`src/rtl/parity_core_scheduler_if.sv`:
```
// ---------------------------------------------------------------------------
// parity_core_scheduler_if
//   Bundles the requester bus, the external XOR-core connection and the
//   parity result handshake of parity_core_scheduler.
//   master : scheduler side (drives gnt, bit_idx, core_in, par_*)
//   slave  : requesters / core / parity consumer side
//   req[N_REQ]      request level per requester
//   bit_in[N_REQ]   serial data bit per requester
//   gnt[N_REQ]      one-hot grant
//   bit_idx[CNT_W]  index of the frame bit consumed this cycle
//   core_in         next-state input to the shared core
//   core_out        current core state
//   par_valid/par_ready/par_out/par_id  parity result handshake
// ---------------------------------------------------------------------------
interface parity_core_scheduler_if #(
  parameter int N_REQ     = 4,
  parameter int FRAME_LEN = 8
);
  localparam int ID_W  = (N_REQ > 1) ? $clog2(N_REQ) : 1;
  localparam int CNT_W = (FRAME_LEN > 1) ? $clog2(FRAME_LEN) : 1;

  logic [N_REQ-1:0] req;
  logic [N_REQ-1:0] bit_in;
  logic [N_REQ-1:0] gnt;
  logic [CNT_W-1:0] bit_idx;
  logic             core_in;
  logic             core_out;
  logic             par_valid;
  logic             par_ready;
  logic             par_out;
  logic [ID_W-1:0]  par_id;

  modport master (
    input  req, bit_in, core_out, par_ready,
    output gnt, bit_idx, core_in, par_valid, par_out, par_id
  );

  modport slave (
    output req, bit_in, core_out, par_ready,
    input  gnt, bit_idx, core_in, par_valid, par_out, par_id
  );
endinterface

```
`src/rtl/parity_core_scheduler.sv`:
```
// ---------------------------------------------------------------------------
// parity_core_scheduler
//   Round-robin scheduler that time-shares one external 1-bit XOR-accumulator
//   core (st_next = core_in ^ st) among N_REQ requesters. Each grant streams
//   the winner's FRAME_LEN-bit frame through the core, then offers the frame
//   parity on a valid/ready handshake and clears the core on acceptance.
//   Ports:
//     clk  : clock, rising edge
//     rst  : asynchronous, active-high reset
//     bus  : parity_core_scheduler_if.master (requests, grant, core link,
//            parity handshake)
// ---------------------------------------------------------------------------
module parity_core_scheduler #(
  parameter int N_REQ     = 4,
  parameter int FRAME_LEN = 8
) (
  input  logic                           clk,
  input  logic                           rst,
  parity_core_scheduler_if.master        bus
);
  localparam int ID_W  = (N_REQ > 1) ? $clog2(N_REQ) : 1;
  localparam int CNT_W = (FRAME_LEN > 1) ? $clog2(FRAME_LEN) : 1;
  localparam logic [ID_W-1:0]  LAST_ID  = ID_W'(N_REQ - 1);
  localparam logic [CNT_W-1:0] LAST_BIT = CNT_W'(FRAME_LEN - 1);

  typedef enum logic [1:0] {
    IDLE = 2'd0,
    RUN  = 2'd1,
    DONE = 2'd2
  } state_t;

  state_t           state_reg;
  logic [N_REQ-1:0] gnt_reg;
  logic [ID_W-1:0]  winner_reg;
  logic [ID_W-1:0]  rr_last_reg;
  logic [CNT_W-1:0] cnt_reg;
  logic             par_valid_reg;
  logic [ID_W-1:0]  par_id_reg;

  logic             pick_found;
  logic [ID_W-1:0]  pick_idx;
  logic [ID_W-1:0]  scan_idx;
  logic [N_REQ-1:0] pick_onehot;
  logic             core_in_next;

  // Round-robin search: start one past the last winner and walk N_REQ
  // positions with wrap, taking the first active request.
  always_comb begin
    pick_found = 1'b0;
    pick_idx   = '0;
    scan_idx   = rr_last_reg;
    for (int i = 0; i < N_REQ; i++) begin
      scan_idx = (scan_idx == LAST_ID) ? '0 : scan_idx + 1'b1;
      if (!pick_found && bus.req[scan_idx]) begin
        pick_found = 1'b1;
        pick_idx   = scan_idx;
      end
    end
  end

  for (genvar gi = 0; gi < N_REQ; gi++) begin : g_onehot
    assign pick_onehot[gi] = (pick_idx == ID_W'(gi));
  end

  always_ff @(posedge clk or posedge rst) begin
    if (rst) begin
      state_reg     <= IDLE;
      gnt_reg       <= '0;
      winner_reg    <= '0;
      rr_last_reg   <= LAST_ID;
      cnt_reg       <= '0;
      par_valid_reg <= 1'b0;
      par_id_reg    <= '0;
    end else begin
      case (state_reg)
        IDLE: begin
          if (pick_found) begin
            gnt_reg    <= pick_onehot;
            winner_reg <= pick_idx;
            cnt_reg    <= '0;
            state_reg  <= RUN;
          end
        end
        RUN: begin
          if (cnt_reg == LAST_BIT) begin
            // cnt returns to 0 here so it never exceeds LAST_BIT
            cnt_reg       <= '0;
            par_valid_reg <= 1'b1;
            par_id_reg    <= winner_reg;
            state_reg     <= DONE;
          end else begin
            cnt_reg <= cnt_reg + 1'b1;
          end
        end
        DONE: begin
          if (bus.par_ready) begin
            par_valid_reg <= 1'b0;
            par_id_reg    <= '0;
            gnt_reg       <= '0;
            rr_last_reg   <= winner_reg;
            state_reg     <= IDLE;
          end
        end
        default: begin
          state_reg     <= IDLE;
          gnt_reg       <= '0;
          cnt_reg       <= '0;
          par_valid_reg <= 1'b0;
          par_id_reg    <= '0;
        end
      endcase
    end
  end

  // Core drive: feeding core_out back (x ^ x = 0) clears the core; driving 0
  // makes it hold its value while the parity waits for acceptance.
  always_comb begin
    core_in_next = 1'b0;
    case (state_reg)
      IDLE:    core_in_next = bus.core_out;
      RUN:     core_in_next = bus.bit_in[winner_reg];
      DONE:    core_in_next = bus.par_ready ? bus.core_out : 1'b0;
      default: core_in_next = 1'b0;
    endcase
  end

  assign bus.core_in   = core_in_next;
  assign bus.gnt       = gnt_reg;
  assign bus.bit_idx   = (state_reg == RUN) ? cnt_reg : '0;
  assign bus.par_valid = par_valid_reg;
  assign bus.par_out   = par_valid_reg & bus.core_out;
  assign bus.par_id    = par_id_reg;
endmodule

```
`src/flat_wrapper.sv`:
```
// flat-port wrapper written by rule: the top's interface ports become plain ports
module parity_core_scheduler_flat 
#(
  parameter int N_REQ     = 4,
  parameter int FRAME_LEN = 8
)
  (clk, rst, bus_req, bus_bit_in, bus_core_out, bus_par_ready, bus_gnt, bus_bit_idx, bus_core_in, bus_par_valid, bus_par_out, bus_par_id);
  parity_core_scheduler_if #(.N_REQ(N_REQ), .FRAME_LEN(FRAME_LEN)) bus_i ();
  input  logic clk;
  input  logic rst;
  input wire logic [$bits(bus_i.req)-1:0] bus_req;
  input wire logic [$bits(bus_i.bit_in)-1:0] bus_bit_in;
  input wire logic [$bits(bus_i.core_out)-1:0] bus_core_out;
  input wire logic [$bits(bus_i.par_ready)-1:0] bus_par_ready;
  output wire logic [$bits(bus_i.gnt)-1:0] bus_gnt;
  output wire logic [$bits(bus_i.bit_idx)-1:0] bus_bit_idx;
  output wire logic [$bits(bus_i.core_in)-1:0] bus_core_in;
  output wire logic [$bits(bus_i.par_valid)-1:0] bus_par_valid;
  output wire logic [$bits(bus_i.par_out)-1:0] bus_par_out;
  output wire logic [$bits(bus_i.par_id)-1:0] bus_par_id;
  assign bus_i.req = bus_req;
  assign bus_i.bit_in = bus_bit_in;
  assign bus_i.core_out = bus_core_out;
  assign bus_i.par_ready = bus_par_ready;
  assign bus_gnt = bus_i.gnt;
  assign bus_bit_idx = bus_i.bit_idx;
  assign bus_core_in = bus_i.core_in;
  assign bus_par_valid = bus_i.par_valid;
  assign bus_par_out = bus_i.par_out;
  assign bus_par_id = bus_i.par_id;
  parity_core_scheduler #(.N_REQ(N_REQ), .FRAME_LEN(FRAME_LEN)) u_core (.clk(clk), .rst(rst), .bus(bus_i));
endmodule
```
`config.mk`:
```
export PLATFORM = sky130hd
export DESIGN_NAME = parity_core_scheduler_flat
export DESIGN_NICKNAME = d
export VERILOG_FILES = /design/src/rtl/parity_core_scheduler_if.sv /design/src/rtl/parity_core_scheduler.sv /design/src/flat_wrapper.sv
export SDC_FILE = /design/constraint.sdc
export NUM_CORES = 1
export LEC_CHECK = 0
export ABC_AREA = 1
export CAP_MARGIN = 40
export CORE_ASPECT_RATIO = 0.6
export CORE_MARGIN = 5
export CORE_UTILIZATION = 40
export DETAILED_ROUTE_END_ITERATION = 6
export PLACE_DENSITY = 0.68
export SLEW_MARGIN = 40
export SYNTH_ARGS = -nofsm -noshare
export SYNTH_HDL_FRONTEND = slang
export SYNTH_SLANG_ARGS = --single-unit
```
`constraint.sdc`:
```
create_clock -name clk -period 1.8 [get_ports clk]
set_input_delay 0.36 -clock clk [delete_from_list [all_inputs] [get_ports clk]]
set_output_delay 0.36 -clock clk [all_outputs]
set_load 0.05 [all_outputs]
```
==> results.toml <==
# flow metrics
[status]
status = "finished clean"

[flow_run]
maxCapViolations = 0

[cells_and_area]
clkCellAreaFrac = 0.02661
final_layout_size_suffix_gt1_frac = 0.3632
num_antenna_cells = 0
seqCellArea_um2 = 402.9
lay_top_count = "nand2_1"
sh_comb_area = 0.4464
num-nonclk-inverters = 27
final_core_util = 0.6530
buffers = 34

[global_route]
grt_pass1_vias = 1046
grt_pass1_wl_um = 4954
grtUsageMet3 = 0.04737
grt-busiest-layer = "met2"

[routing]
viasPerCell = 4.996
wl_met3_um = 205
num_vias = 1164
drtAntennaViolNets = 0
top_layer = "met3"

[sta]
fin_skew_ns = 0.002139
finalSetupTns_ns = 0
min_period_ns = 1.784
hold_ws_ns = 0.4095
hold_viol = 0

[critical_path]
required_ns = 1.94
rrSetupSlack_ns = 0.02
crit_fanout = 8
cp_top_family = "simple AND/OR/NAND/NOR gates"
endpoint_kind = "flip-flop"
cp.depth = 14
r2r_cells = 14
critPathLaunch = "u_core.rr_last_reg[1]"
endpoint = "u_core.bus.gnt[2]"
critPathArrivalTime_ns = 1.93

[min_path]
min_path_type = "primary input to async pin"

[logic_synthesis]
synth_cells = 163
ys_seq_share = 0.3574
synthesis.nets = 178
avgSynthCellArea_um2 = 6.916
synth_top_area_share = 0.3108
yosys_warnings = 0
ys_ff = 16

[placed_design]
dp_cells = 225
placed_cell_area_um2 = 1483
gp_congestion = 0.8500
dp_worst_setup_slack_ns = -0.1071
port-buffer-count = 23

[clocking]
clock_path_buffers = 2

[floorplanning]
io_pins = 24
[cell families (layout without fill, tap and decap cells)]
group           Yosys count  after routing  synth area share
compound gates           14             14           0.06993
buf+inv                  27             65           0.08990
simple gates            103            103            0.4495
flops                    16             16            0.3574
fa+ha+maj                 3              3           0.03330
[report_power, final]
group | total [mW] | switching [mW] | internal (mW)
clock network | 0.277 | 0.120 | 0.157
registers | 0.607 | 0.101 | 0.506
logic | 2.38 | 1.46 | 0.921
total | 3.27 | 1.68 | 1.58
[what timing repair did]
item,4_1_cts,5_1_grt
setup endpoints to repair,9,10
pin swaps,2,17
resized,6,27
setup buffers,1,3
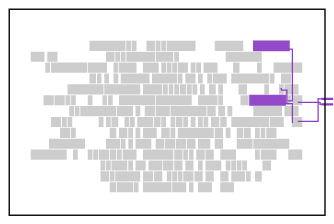
(port wiring)
(4 px per µm)
purple -> bus_par_id  # bits 2, direction output, end cells 2, buffers 2, wire 44.4 µm

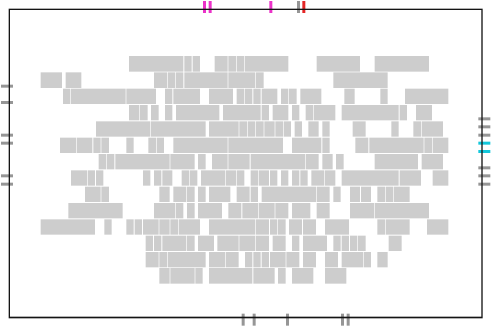
(pin map)
(6 px per µm) Pins as bars across the die edge, other pins in gray.
magenta -> bus_bit_idx  # pins 3, direction output, edge top
cyan -> bus_par_id  # pins 2, direction output, edge right
red -> bus_par_ready  # pins 1, direction input, edge top

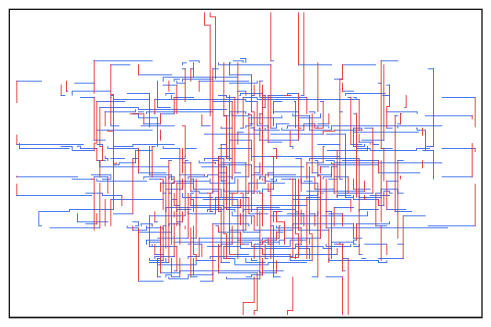
(routed metal, one color a layer)
(6 px per µm) Only two layers are drawn.
blue -> M1  # wire length 1490 µm
red -> M2  # wire length 1370 µm

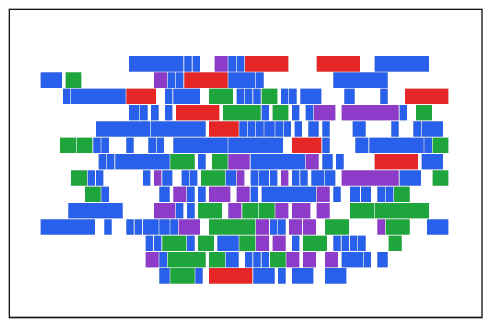
(sizing map)
(6 px per µm)
purple -> x2  # cells 30, share 15%
blue -> x1 and smaller  # cells 128, share 64%
green -> x3 and x4  # cells 33, share 16%
red -> x6 and larger  # cells 10, share 5.0%

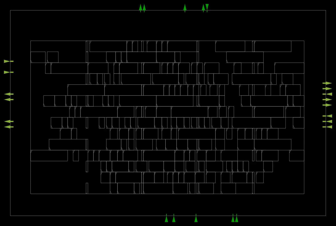
(cell outlines without signal wires)
flop count: 16
Core ar.: 2592 µm²

